<file path="config.mk">
export PLATFORM = sky130hd
export DESIGN_NAME = bcd_stopwatch
export DESIGN_NICKNAME = d
export VERILOG_FILES = /design/src/rtl/stopwatch_pkg.sv /design/src/rtl/bcd_digit_pair.sv /design/src/rtl/bcd_stopwatch.sv
export SDC_FILE = /design/constraint.sdc
export NUM_CORES = 1
export LEC_CHECK = 0
export CORE_UTILIZATION = 55
export CTS_BUF_LIST = sky130_fd_sc_hd__clkbuf_16
export DETAILED_ROUTE_END_ITERATION = 8
export PLACE_DENSITY = 0.78
export SLEW_MARGIN = 25
export SYNTH_ARGS = -nofsm -noshare
export SYNTH_HDL_FRONTEND = slang
export SYNTH_SLANG_ARGS = --single-unit
</file>
<file path="constraint.sdc">
create_clock -name clk_pll -period 2.7 [get_ports clk_pll]
set_input_delay 0.27 -clock clk_pll [delete_from_list [all_inputs] [get_ports clk_pll]]
set_output_delay 0.27 -clock clk_pll [all_outputs]
set_load 0.01 [all_outputs]
</file>
<file path="src/rtl/stopwatch_pkg.sv">
// stopwatch_pkg: shared state encoding, BCD constants and BCD pair helpers
package stopwatch_pkg;

    localparam int DIGIT_W = 4;
    localparam logic [4*DIGIT_W-1:0] BCD_ZERO = '0;

    typedef enum logic [1:0] {ST_IDLE, ST_RUN, ST_PAUSE} state_t;

    // Two-digit BCD encoding of a value 0..99
    function automatic logic [2*DIGIT_W-1:0] bcd_of(input int n);
        return {DIGIT_W'(n / 10), DIGIT_W'(n % 10)};
    endfunction

    // Next value of a BCD pair that wraps to 00 after reaching last
    function automatic logic [2*DIGIT_W-1:0] bcd_pair_inc(input logic [2*DIGIT_W-1:0] v,
                                                          input logic [2*DIGIT_W-1:0] last);
        return (v == last) ? '0 :
               (v[3:0] == 4'd9) ? {v[7:4] + 4'd1, 4'd0} : {v[7:4], v[3:0] + 4'd1};
    endfunction

endpackage

</file>
<file path="src/rtl/bcd_digit_pair.sv">
// bcd_digit_pair: two-digit BCD counter modulo MOD
//   clk_pll, rst : clock and synchronous active-high reset
//   clr          : synchronous zero
//   inc          : advance by one
//   bcd          : {tens, units}
//   carry        : inc while at MOD-1 (combinational)
module bcd_digit_pair
    import stopwatch_pkg::*;
#(
    parameter int MOD = 60
) (
    input  logic       clk_pll,
    input  logic       rst,
    input  logic       clr,
    input  logic       inc,
    output logic [7:0] bcd,
    output logic       carry
);

    localparam logic [7:0] LAST = bcd_of(MOD - 1);

    assign carry = inc && (bcd == LAST);

    always_ff @(posedge clk_pll) begin
        if (rst || clr)
            bcd <= '0;
        else if (inc)
            bcd <= bcd_pair_inc(bcd, LAST);
    end

endmodule

</file>
<file path="src/rtl/bcd_stopwatch.sv">
// bcd_stopwatch: MM:SS BCD stopwatch with start/stop, clear and lap hold
//   clk_pll    : only clock
//   rst        : synchronous active-high reset
//   tick_in    : 1 Hz divider tick, one cycle wide
//   start_stop : start / pause / resume pulse
//   clear      : return to IDLE and zero count and lap
//   lap        : toggle lap hold (RUN or PAUSE only)
//   digits_o   : {min_tens, min_units, sec_tens, sec_units}
//   running    : high in RUN
//   lap_hold   : high while digits_o shows the lap value
//   rollover   : one-cycle pulse on wrap to 00:00
module bcd_stopwatch
    import stopwatch_pkg::*;
#(
    parameter int SEC_MOD = 60,
    parameter int MIN_MOD = 60
) (
    input  logic        clk_pll,
    input  logic        rst,
    input  logic        tick_in,
    input  logic        start_stop,
    input  logic        clear,
    input  logic        lap,
    output logic [15:0] digits_o,
    output logic        running,
    output logic        lap_hold,
    output logic        rollover
);

    localparam logic [7:0] SEC_LAST = bcd_of(SEC_MOD - 1);
    localparam logic [7:0] MIN_LAST = bcd_of(MIN_MOD - 1);

    state_t      state, state_nxt;
    logic [7:0]  sec_bcd, min_bcd, sec_nxt, min_nxt;
    logic        sec_inc, sec_carry, min_carry, lap_go, lap_hold_nxt;
    logic [15:0] count, count_nxt, lap_reg, lap_reg_nxt;

    assign sec_inc = (state == ST_RUN) && tick_in && !clear;
    assign count   = {min_bcd, sec_bcd};
    assign lap_go  = lap && (state != ST_IDLE);

    bcd_digit_pair #(.MOD(SEC_MOD)) u_sec (
        .clk_pll(clk_pll),
        .rst    (rst),
        .clr    (clear),
        .inc    (sec_inc),
        .bcd    (sec_bcd),
        .carry  (sec_carry)
    );

    bcd_digit_pair #(.MOD(MIN_MOD)) u_min (
        .clk_pll(clk_pll),
        .rst    (rst),
        .clr    (clear),
        .inc    (sec_carry),
        .bcd    (min_bcd),
        .carry  (min_carry)
    );

    // Next-cycle view of the counters, so the output mux can be registered
    // without adding a cycle of latency behind the pair registers.
    always_comb begin
        sec_nxt      = sec_inc ? bcd_pair_inc(sec_bcd, SEC_LAST) : sec_bcd;
        min_nxt      = sec_carry ? bcd_pair_inc(min_bcd, MIN_LAST) : min_bcd;
        count_nxt    = clear ? BCD_ZERO : {min_nxt, sec_nxt};
        lap_hold_nxt = clear ? 1'b0 : lap_go ? !lap_hold : lap_hold;
        lap_reg_nxt  = clear ? BCD_ZERO : (lap_go && !lap_hold) ? count : lap_reg;
        state_nxt    = clear ? ST_IDLE :
                       start_stop ? ((state == ST_RUN) ? ST_PAUSE : ST_RUN) : state;
    end

    always_ff @(posedge clk_pll) begin
        if (rst) begin
            state    <= ST_IDLE;
            lap_reg  <= BCD_ZERO;
            lap_hold <= 1'b0;
            running  <= 1'b0;
            rollover <= 1'b0;
            digits_o <= BCD_ZERO;
        end else begin
            state    <= state_nxt;
            lap_reg  <= lap_reg_nxt;
            lap_hold <= lap_hold_nxt;
            running  <= (state_nxt == ST_RUN);
            rollover <= min_carry;
            digits_o <= lap_hold_nxt ? lap_reg_nxt : count_nxt;
        end
    end

endmodule

</file>
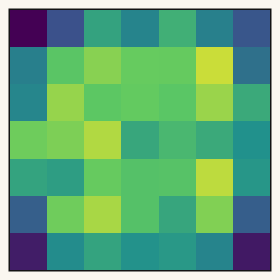
Figure 1: run 1, cell density map.
Scale: 4 px per um. The die is cut into 7 by 7 equal tiles; dark purple is low, yellow is high, 0 to 100% covered.
mean over tiles	59%
tiles over 75% full	31%
fullest tile	92%

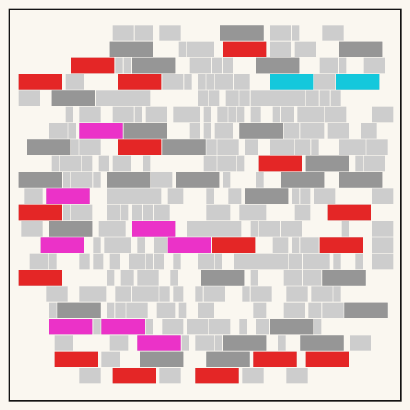
Figure 2: run 1, sequential cells colored by netlist name.
Scale: 6 px per um. Other sequential cells in the stronger gray, the rest of the logic in the fainter gray.
signal	color	sequential cells
digits_o	red	16
state	cyan	2
u_sec.bcd	magenta	8
not colored	27

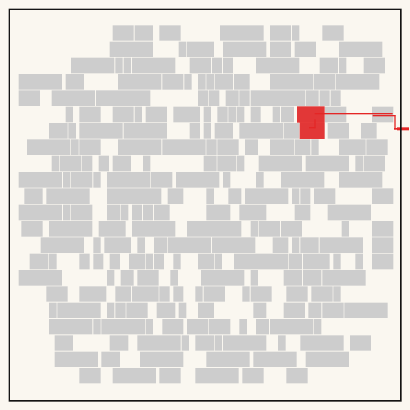
Figure 3: run 1, nets reached from selected ports.
Scale: 6 px per um.
port	color	bits	direction	edge	end cells	wire
tick_in	red	1	input	right	2	21.7 um

==> reports/summary.log, run 1 <==
[cells_and_area] multi-input gate share of the layout cell area 0.396
[min_path] type of the most critical hold path register to register
[cells_and_area] area grow syn2layout 17.4%
[global_routing] via count of the first global-routing pass 1,520
[status] outcome complete, no violations
[cells_and_area] non-clock buffer total of the final layout 27
[synth] number of distinct library cell variants in the gate-level netlist after synthesis 42
[routing] Highest Signal Layer met4
[critical_path] family of cells with the greatest summed delay on the critical path simple AND/OR/NAND/NOR gates
[routing] initial DRC count 76
[sta] hold slack 0.488 ns
[global_routing] M1 GR Usage 0.284
[pwr] switching fraction of total power 0.205
[synth] top cell type's share of synthesized area 0.486
[cells_and_area] MI comb area 0.00102 sq mm
[routing] routed wl met3 149 um
[critical_path] endpoint required time on the critical path 2.85 ns
[synth] proportion of register bits with asynchronous set or reset after synthesis 0
[synth] dominant cell type by area after synthesis sky130_fd_sc_hd__dfxtp_1
[floorplan] die width 65.0 um
[synth] post-synthesis share of cell area spent on and, or, nand and nor gates 0.186
[pwr] Design Power 0.00144 W
[critical_path] buffer-and-inverter tally for the worst setup path 0
[synth] average footprint of a synthesized cell 9.80 sq um
[cells_and_area] sequential cell count 53
[critical_path] cell-by-cell trace of the critical path ha_1 > and3b_1 > and4_4 > mux2i_1 > o2bb2ai_1
[sta] Pins Over Slew Limit 0
[critical_path] CP max-delay cell sky130_fd_sc_hd__dfxtp_1
[place] placed inst area 0.00243 sq mm
[global_routing] met3 usage 0.0546
[floorplan] Chip Area 0.00423 sq mm
[cells_and_area] number of filler instances in the final layout 326
[pwr] leak pwr 0.920 nW
[critical_path] endpoint kind of the worst setup timing path register
[cells_and_area] most frequent standard cell in the layout excluding fill and tap cells sky130_fd_sc_hd__dfxtp_1
[floorplan] die boundary height 65.0 um
[cells_and_area] clock buffer and inverter area fraction after layout 0.0537
Figure 4. The clock network (run 1).
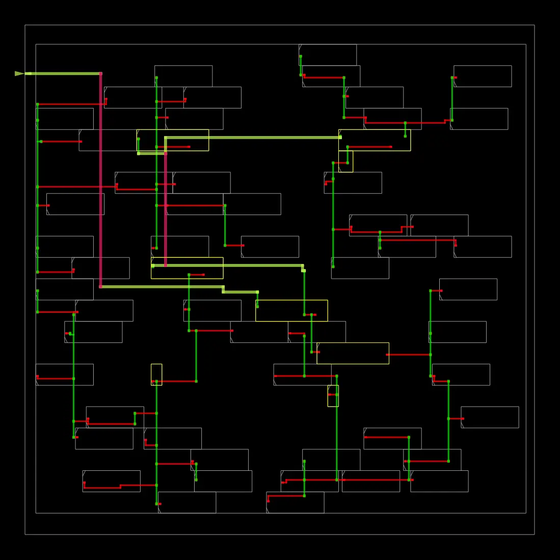

==> run 1 -> run 2 <==
CORE_UTILIZATION = 49   (was 55)
PLACE_DENSITY = 0.74   (was 0.78)
clock period = 1.6 ns   (was 2.7 ns; I/O delays follow)
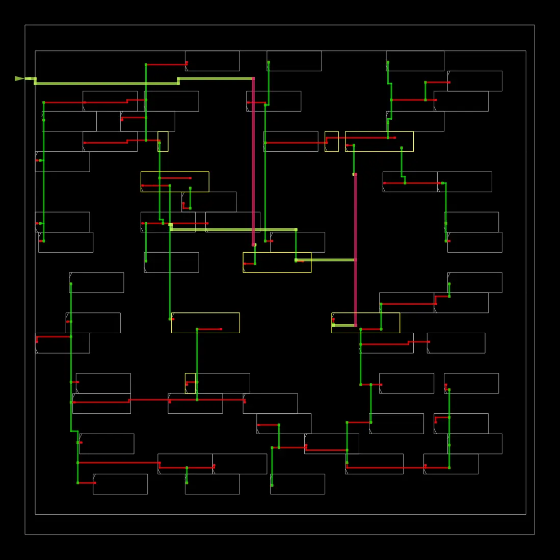
Figure 5: run 2, the clock network.
clk sinks: 53
sequential cell count: 53
number of buffers created by CTS: 5
number of clock buffers in the layout: 5
skew final: 0.00400 ns

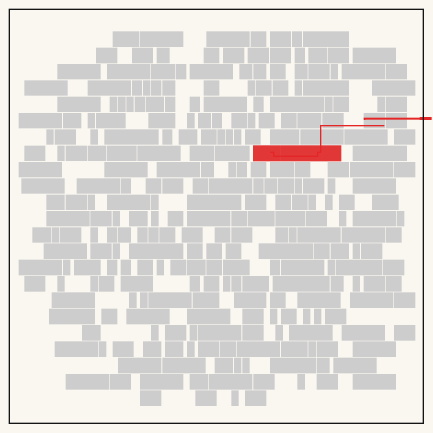
Figure 6: run 2, nets reached from selected ports.
Scale: 6 px per um.
port	color	bits	direction	edge	end cells	wire
tick_in	red	1	input	right	2	34.2 um
number of ports placed on the die boundary: 25
# port buffers: 24

==> reports/summary.log, run 2 <==
[status] outcome complete, no violations
[cells_and_area] multi-input gate share of the layout cell area 0.375
[global_routing] via count of the first global-routing pass 1,702
[sta] final total negative setup slack 0 ns
[critical_path] CP max-delay cell sky130_fd_sc_hd__dfxtp_1
[routing] Via Count 1,770
[min_path] worst hold endpoint lap_reg[11]$_SDFF_PP0_
[critical_path] buffer-and-inverter tally for the worst setup path 1
[synth] parity-gate share of the synthesized area counting xor and xnor cells 0.00401
[global_routing] largest net degree at the start of global routing 20
[floorplan] fraction of the core area occupied by cells at floorplan 0.527
[synth] number of distinct library cell variants in the gate-level netlist after synthesis 42
[synth] floorplan net count 238
[floorplan] die width 68.8 um
[pwr] worst IR drop on VDD 0.000561 V
[clocking] number of post-CTS setup repair buffers 0
[clocking] CTS Hold Bufs 0
[place] total half-perimeter wirelength after legalization and detailed placement 3.30 mm
[synth] top cell type's share of synthesized area 0.486
[sta] share of the clock period used by the worst path after layout 0.998
[cells_and_area] most frequent logic cells in the routed design sky130_fd_sc_hd__dfxtp_1, sky130_fd_sc_hd__nor2_1, sky130_fd_sc_hd__buf_4, sky130_fd_sc_hd__clkdlybuf4s50_1, sky130_fd_sc_hd__mux2i_1
[synth] top cells by count sky130_fd_sc_hd__dfxtp_1, sky130_fd_sc_hd__nor2_1, sky130_fd_sc_hd__mux2i_1
[global_routing] met3 usage 0.0411
[cells_and_area] area grow syn2layout 36.7%
[cells_and_area] number of antenna repair diodes 0
[routing] Highest Signal Layer met4
[sta] RSZ-0062 raised after global routing yes
[synth] post-synthesis share of cell area spent on and, or, nand and nor gates 0.186
[floorplan] die boundary height 68.8 um
[pwr] switching fraction of total power 0.205
[global_routing] M1 GR Usage 0.289
[pwr] Design Power 0.00248 W
[clocking] cell resize tally after clock tree synthesis 1
[sta] hold slack 0.494 ns
[critical_path] path length in cells of the critical path 6
[synth] yosys warning tally 0
[sta] Pins Over Slew Limit 0
[min_path] type of the most critical hold path register to register
[routing] routed wl met3 159 um
[critical_path] family of cells with the greatest summed delay on the critical path simple AND/OR/NAND/NOR gates
[cells_and_area] core utilization of the finished layout 0.720
[critical_path] reg-to-reg critical path startpoint u_sec.bcd[5]$_SDFF_PP0_
[global_routing] number of antenna violations at the first check in global routing 0
[cells_and_area] most frequent standard cell in the layout excluding fill and tap cells sky130_fd_sc_hd__dfxtp_1
[clocking] Clock Path Buffers 2
[clocking] clock input transition at the sequential cells of the worst setup and hold paths 0.06 ns
[cells_and_area] non-filler instance count after layout 328
[synth] average footprint of a synthesized cell 9.80 sq um
[cells_and_area] sequential cell area 0.00107 sq mm
[global_routing] most congested layer reported by global routing met2
[clocking] clock insertion delay at the later pin of the skew report 0.29 ns
[floorplan] Cell Rows 23
[critical_path] endpoint required time on the critical path 1.77 ns
[sta] Max Fclk 0.626 GHz
[synth] proportion of register bits with asynchronous set or reset after synthesis 0
[cells_and_area] number of filler instances in the final layout 312
[sta] transition time of the tightest slew-check pin 0.292 ns
[min_path] startpoint of the worst hold path lap_reg[11]$_SDFF_PP0_
[cells_and_area] non-clock buffer total of the final layout 61
[critical_path] endpoint kind of the worst setup timing path register
[cells_and_area] clock buffer and inverter area fraction after layout 0.0461
[floorplan] core outline area 0.00414 sq mm
[routing] initial DRC count 103
[pwr] leak pwr 1.11 nW
[routing] Met2 Routed Length 2.45 mm
[sta] Final Critical Period 1.60 ns
[critical_path] cell-by-cell trace of the critical path inv_1 > ha_2 > and3b_2 > and3_2 > mux2i_1 > o2bb2ai_1
[cells_and_area] sequential portion of the cell area 0.358
[place] placed inst area 0.00273 sq mm
[sta] final setup vio count 0
[routing] Pre-Repair DR Iteration Count 4
[synth] dominant cell type by area after synthesis sky130_fd_sc_hd__dfxtp_1
[critical_path] Worst Setup Start Kind register
[sta] final setup slack of the worst path 0.00277 ns
[clocking] H-Tree Depth 2
[cells_and_area] MI comb area 0.00112 sq mm
[floorplan] Chip Area 0.00473 sq mm
[routing] met1 layer wirelength in the final routing 2.33 mm
[floorplan] tap cells 50
Figure 7. Selected gate families (run 2).
Scale: 6 px per um.
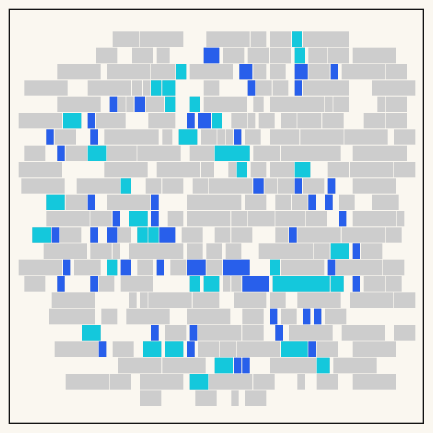

==> run 2 -> run 3 <==
CORE_ASPECT_RATIO = 1.1   (was not set)
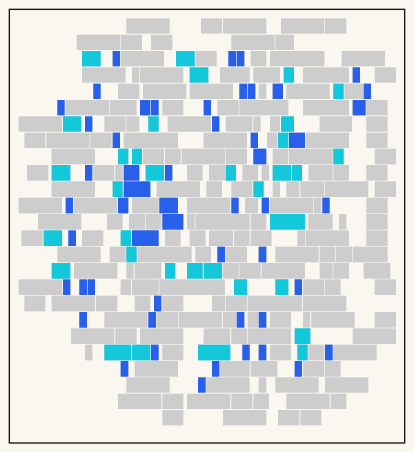
Figure 8: run 3, selected gate families.
Scale: 6 px per um.
family	color	cells
nor cells	blue	52
aoi and oai cells	cyan	34

==> reports/summary.log, run 3 <==
[floorplan] Cell Rows 25
[synth] dominant cell type by area after synthesis sky130_fd_sc_hd__dfxtp_1
[clocking] H-Tree Depth 2
[place] total half-perimeter wirelength after legalization and detailed placement 3.13 mm
[pwr] leak pwr 1.08 nW
[clocking] clk sinks 53
[floorplan] fraction of the core area occupied by cells at floorplan 0.510
[routing] met1 layer wirelength in the final routing 2.01 mm
[clocking] number of buffers created by CTS 5
[routing] Via Count 1,720
[synth] top cells by count sky130_fd_sc_hd__dfxtp_1, sky130_fd_sc_hd__nor2_1, sky130_fd_sc_hd__mux2i_1
[routing] initial DRC count 104
[cells_and_area] non-filler instance count after layout 323
[clocking] clock input transition at the sequential cells of the worst setup and hold paths 0.06 ns
[routing] routed wl met3 146 um
[synth] number of distinct library cell variants in the gate-level netlist after synthesis 42
[global_routing] largest net degree at the start of global routing 17
[global_routing] via count of the first global-routing pass 1,633
[pwr] switching fraction of total power 0.194
[floorplan] core outline area 0.00429 sq mm
[critical_path] endpoint kind of the worst setup timing path register
[sta] final setup vio count 0
[cells_and_area] non-clock buffer total of the final layout 53
[cells_and_area] multi-input gate share of the layout cell area 0.374
[floorplan] number of ports placed on the die boundary 25
[cells_and_area] sequential cell count 53
[pwr] worst IR drop on VDD 0.000518 V
[sta] final setup slack of the worst path 0.0575 ns
[synth] proportion of register bits with asynchronous set or reset after synthesis 0
[status] outcome complete, no violations
[routing] Pre-Repair DR Iteration Count 4
[min_path] type of the most critical hold path register to register
[global_routing] met3 usage 0.0472
[cells_and_area] sequential portion of the cell area 0.366
[critical_path] buffer-and-inverter tally for the worst setup path 1
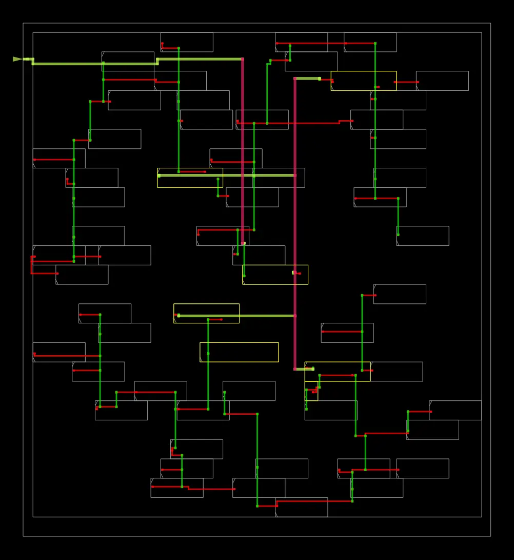
Figure 9: run 3, the clock network.
total clock network power: 0.00116 W
clock insertion delay at the later pin of the skew report: 0.29 ns

Power figures rest on the tool's default switching activity, not on a simulated workload.
